==> src/rtl/mult_seq_32bit.sv <==
// mult_seq_32bit
//   Multi-cycle unsigned shift-add multiplier. This block drives the MULT
//   operand of the ALU result mux. It retires one multiplier bit per clock.
//   The CPU control unit stalls while busy is high. It then reads
//   result_lo/result_hi.
//
// Parameters
//   WIDTH  operand width; the product is 2*WIDTH bits
//   CNT_W  iteration counter width; 2**CNT_W must exceed WIDTH
//
// Ports
//   clock      in   system clock, rising edge
//   reset      in   asynchronous, active-high; forces IDLE and clears outputs
//   start      in   operation request, accepted only in IDLE
//   value1     in   multiplicand, captured when start is accepted
//   value2     in   multiplier, captured when start is accepted
//   busy       out  high while iterating (RUN)
//   done       out  one-cycle pulse when result_hi/result_lo hold a new product
//   result_lo  out  low half of the product
//   result_hi  out  high half of the product
//
// Optional build macro
//   MULT_ZERO_BYPASS_EN  a zero operand skips RUN and completes in one cycle

module mult_seq_32bit #(
  parameter int WIDTH = 32,
  parameter int CNT_W = 6
) (
  input  logic             clock,
  input  logic             reset,
  input  logic             start,
  input  logic [WIDTH-1:0] value1,
  input  logic [WIDTH-1:0] value2,
  output logic             busy,
  output logic             done,
  output logic [WIDTH-1:0] result_lo,
  output logic [WIDTH-1:0] result_hi
);

  localparam logic [CNT_W-1:0] CNT_INIT = CNT_W'(WIDTH - 1);

  typedef enum logic [1:0] {
    IDLE = 2'd0,
    RUN  = 2'd1,
    DONE = 2'd2
  } state_t;

  state_t           state;
  state_t           state_nxt;

  logic [WIDTH-1:0] mcand;
  logic [WIDTH-1:0] acc_hi;
  logic [WIDTH-1:0] acc_lo;
  logic [CNT_W-1:0] cnt;

  logic [WIDTH:0]   sum;
  logic [WIDTH-1:0] acc_hi_nxt;
  logic [WIDTH-1:0] acc_lo_nxt;
  logic             zero_op;

`ifdef MULT_ZERO_BYPASS_EN
  assign zero_op = (value1 == '0) || (value2 == '0);
`else
  assign zero_op = 1'b0;
`endif

  // One shift-add step. The carry out of sum shifts into the top of acc_hi.
  // Bit 0 of sum shifts into the top of acc_lo, which is how the product
  // stays exact over 2*WIDTH bits.
  always_comb begin
    sum        = {1'b0, acc_hi} + (acc_lo[0] ? {1'b0, mcand} : '0);
    acc_hi_nxt = sum[WIDTH:1];
    acc_lo_nxt = {sum[0], acc_lo[WIDTH-1:1]};
  end

  // ---- control: state register ----
  always_ff @(posedge clock or posedge reset) begin
    if (reset) begin
      state <= IDLE;
    end else begin
      state <= state_nxt;
    end
  end

  always_comb begin
    state_nxt = state;
    case (state)
      IDLE: begin
        if (start) begin
          state_nxt = zero_op ? DONE : RUN;
        end
      end
      RUN: begin
        if (cnt == '0) begin
          state_nxt = DONE;
        end
      end
      DONE:    state_nxt = IDLE;
      default: state_nxt = IDLE;
    endcase
  end

  assign busy = (state == RUN);
  assign done = (state == DONE);

  // ---- datapath: operand capture, iteration, result latch ----
  always_ff @(posedge clock or posedge reset) begin
    if (reset) begin
      mcand     <= '0;
      acc_hi    <= '0;
      acc_lo    <= '0;
      cnt       <= '0;
      result_lo <= '0;
      result_hi <= '0;
    end else begin
      case (state)
        IDLE: begin
          if (start) begin
            mcand  <= value1;
            acc_hi <= '0;
            acc_lo <= value2;
            cnt    <= CNT_INIT;
            if (zero_op) begin
              result_hi <= '0;
              result_lo <= '0;
            end
          end
        end
        RUN: begin
          acc_hi <= acc_hi_nxt;
          acc_lo <= acc_lo_nxt;
          cnt    <= cnt - 1'b1;
          // The result registers load on the final step, so they change
          // exactly when the sequencer enters DONE.
          if (cnt == '0) begin
            result_hi <= acc_hi_nxt;
            result_lo <= acc_lo_nxt;
          end
        end
        default: begin
        end
      endcase
    end
  end

endmodule

==> config.mk <==
export PLATFORM = sky130hd
export DESIGN_NAME = mult_seq_32bit
export DESIGN_NICKNAME = d
export VERILOG_FILES = /design/src/rtl/mult_seq_32bit.sv
export SDC_FILE = /design/constraint.sdc
export NUM_CORES = 1
export LEC_CHECK = 0
export ABC_CLOCK_PERIOD_IN_PS = 10500
export CAP_MARGIN = 0
export CELL_PAD_IN_SITES_DETAIL_PLACEMENT = 0
export CELL_PAD_IN_SITES_GLOBAL_PLACEMENT = 2
export CORE_UTILIZATION = 37
export CTS_CLUSTER_SIZE = 25
export DETAILED_ROUTE_END_ITERATION = 8
export PLACE_DENSITY = 0.92
export SYNTH_ARGS = -nofsm -noshare
export SYNTH_HDL_FRONTEND = slang
export SYNTH_SLANG_ARGS = --single-unit
==> constraint.sdc <==
create_clock -name clock -period 10.5 [get_ports clock]
set_clock_uncertainty 0.05 [all_clocks]
set_input_delay 1.05 -clock clock [delete_from_list [all_inputs] [get_ports clock]]
set_output_delay 1.05 -clock clock [all_outputs]
set_load 0.02 [all_outputs]
==> impl_metrics.tcl, run 1 <==
# metrics dict for downstream scripts
set metrics [dict create \
    hold_violations 0 \
    top_cells_by_count "dfrtp_1 (168), nand2_1 (165), a21oi_1 (76), o21ai_0 (73), clkbuf_1 (42)" \
    initial_core_util_pct 37.9 \
    cp.required_ns 9.40 \
    grt_busiest_layer "met2" \
    fillers 2252 \
    ys_sh_mux_pct 5.77 \
    status "complete, no violations" \
    fp.dieH_um 158 \
    intPower_uw 2000 \
    cts-htree-levels 4 \
    synth_top_area_share_pct 47.0 \
    combPwrFrac_pct 48.4 \
    ant_nets 0 \
    yosysTopAreaCell "dfrtp_1" \
    gp_congestion 0.839 \
    grt-ovfl-total 0 \
    crit_type "register to output pin" \
    rsz0062_at_grt "no" \
    p_sw_uw 1410 \
    yosys.area_share.simple_pct 16.8 \
    critical_path.cell_chain "buf_4 > nand2b_1 > buf_4 > inv_2 > buf_4 > clkdlybuf4s50_1" \
    ys_sh_aoi_pct 19.3 \
    r2r_cells 10 \
    edf_count 0 \
    regToRegSetupSlack_ns 6.88 \
    syn_area_um2 8950 \
    wl_met3_um 787 \
    die-area_um2 24800 \
    dr_wl_met2_mm 10.5 \
]
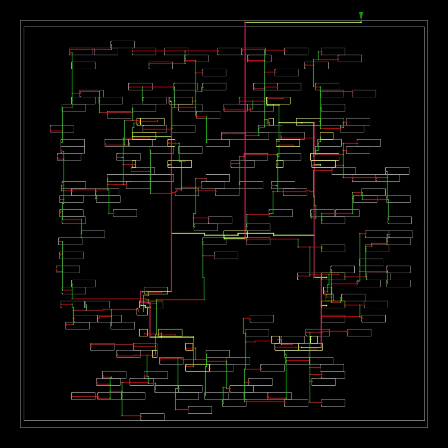
(run_1/final_clocks.png)
flop count: 168
clock sinks: 168

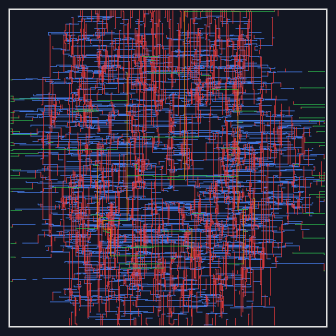
(run_1/metal_stack.png)
Key: green = met3 [wire length 788 µm]; red = met2 [wire length 10500 µm]; orange = met4 [wire length 324 µm]; blue = met1 [wire length 11300 µm]
via count: 7083
all-layer global routing usage: 19.4%
WL/cell: 16.8 µm

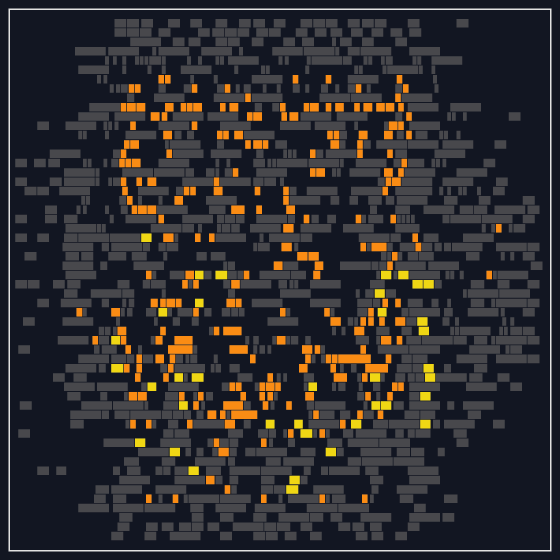
(run_1/gate_families.png)
Key: yellow = AND-OR and OR-AND gates [cells 37, most used a22o_1]; orange = inverting AOI/OAI gates [cells 224, most used a21oi_1]

==> run_1/port_nets.png <==
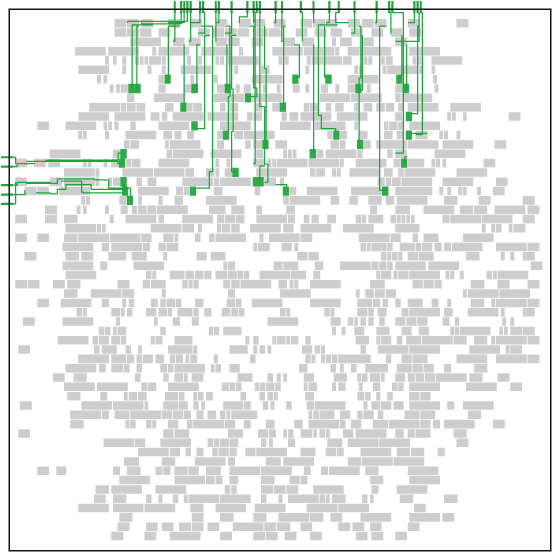

==> run 1 -> run 2 <==
Settings changed: ABC_CLOCK_PERIOD_IN_PS 10500 to 3300, CORE_UTILIZATION 37 to 31, PLACE_DENSITY 0.92 to 0.83.
Clock period 10.5 ns to 3.3 ns, I/O delays scaled along.
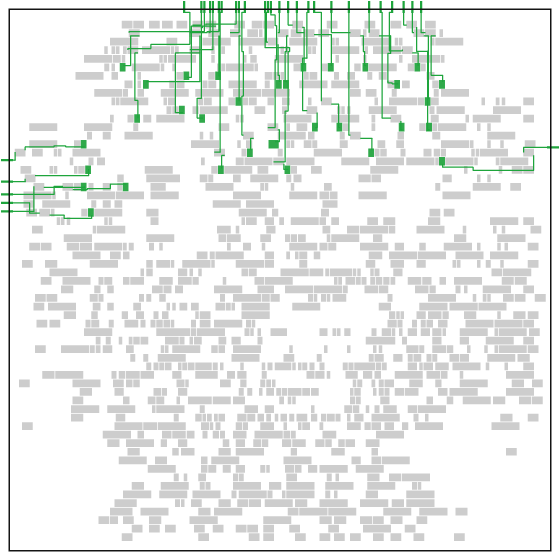
(run_2/port_nets.png)
Key: green = value2 [bits 32, direction input, edge 26 top, 5 left, 1 right, end cells 32, wire 1160 µm]

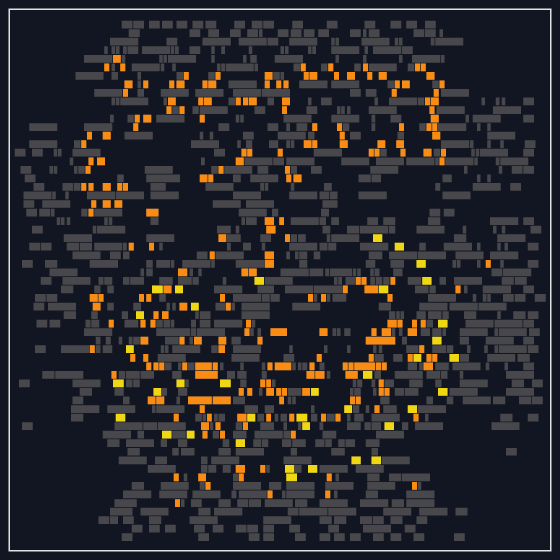
(run_2/gate_families.png)
Key: yellow = AND-OR and OR-AND gates [cells 37, most used a22o_1]; orange = inverting AOI/OAI gates [cells 224, most used a21oi_1]

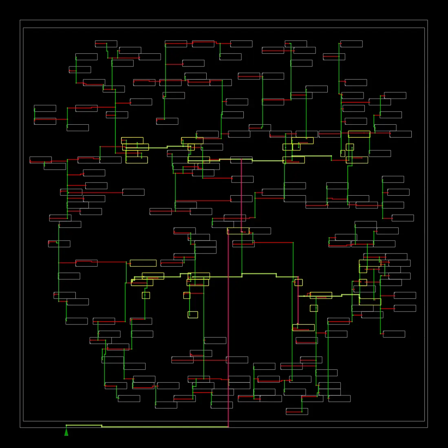
(run_2/final_clocks.png)
clkbuf count: 18
clock group total power: 2080 µW
worst-skew pair later-pin latency: 0.43 ns

==> run 2 against run 1 <==
Effect of this change: clock-buffer cell count shrank 2; synthesized cell count is the same; synthesized area unchanged; global-route usage fell by 1.9 points; first-iteration DRC count is 5.7% lower; final cell count increased by 4.9%; routed wire length increased by 7.1%; register-to-register slack worse by 6.6 ns; combinational power rose to 3.2 times the previous value; critical endpoint is now acc_hi[25]$_DFFE_PP0P_; highest routed layer unchanged.
==> impl_metrics.tcl, run 2 <==
# metrics dict for downstream scripts
set metrics [dict create \
    status "complete, no violations" \
    start_kind "register" \
    flop_area_um2 4200 \
    core_area_um2 28100 \
    num_vias 7150 \
    yosysTopAreaCell "dfrtp_1" \
    lay_top_count "dfrtp_1" \
    synth_top_area_share_pct 47.0 \
    ff_type "dfrtp_1" \
    cts_sinks 168 \
    regToRegSetupSlack_ns 0.24 \
    gp_congestion 0.808 \
    io_buffers 132 \
    ys_sh_aoi_pct 19.3 \
    seq_cell_count 168 \
    dr_wl_met2_mm 11.0 \
    cp.required_ns 3.57 \
    edf_count 0 \
    fillers 2884 \
    intPower_uw 6490 \
    critical_path.cell_chain "buf_4 > and2_1 > ha_1 > a21oi_1 > nor2b_1 > a211o_1 > o21bai_4 > a211oi_4 > or3_1 > a32o_1" \
    diodes 0 \
    lay_top_cells "dfrtp_1 (168), nand2_1 (164), clkdlybuf4s50_1 (132)" \
    rsz0062_at_grt "no" \
    crit_type "register to register" \
    cts_hold_buf 0 \
    wl_met3_um 834 \
    grt-ovfl-total 0 \
    wl_per_cell_um 17.2 \
    grtUsageMet2_pct 26.8 \
    cts-htree-levels 4 \
    grt_busiest_layer "met2" \
    r2r_cells 10 \
    crit_family "AND-OR/OR-AND gates" \
    synth_stat.cells 931 \
    combPwrFrac_pct 48.5 \
    yosys.area_share.simple_pct 16.8 \
    max-vdd-ir-drop_mv 0.420 \
    drv_slew 0 \
    syn_area_um2 8950 \
    p_sw_uw 4550 \
    ys_sh_mux_pct 5.77 \
    setup_slack_ns 0.244 \
    hold_violations 0 \
    initial_core_util_pct 31.9 \
    ant_nets 0 \
    fp.dieH_um 172 \
    die-area_um2 29600 \
    cts-resized-gates 0 \
    grt_use_total_pct 17.5 \
]
Power and IR drop assume default switching activity.
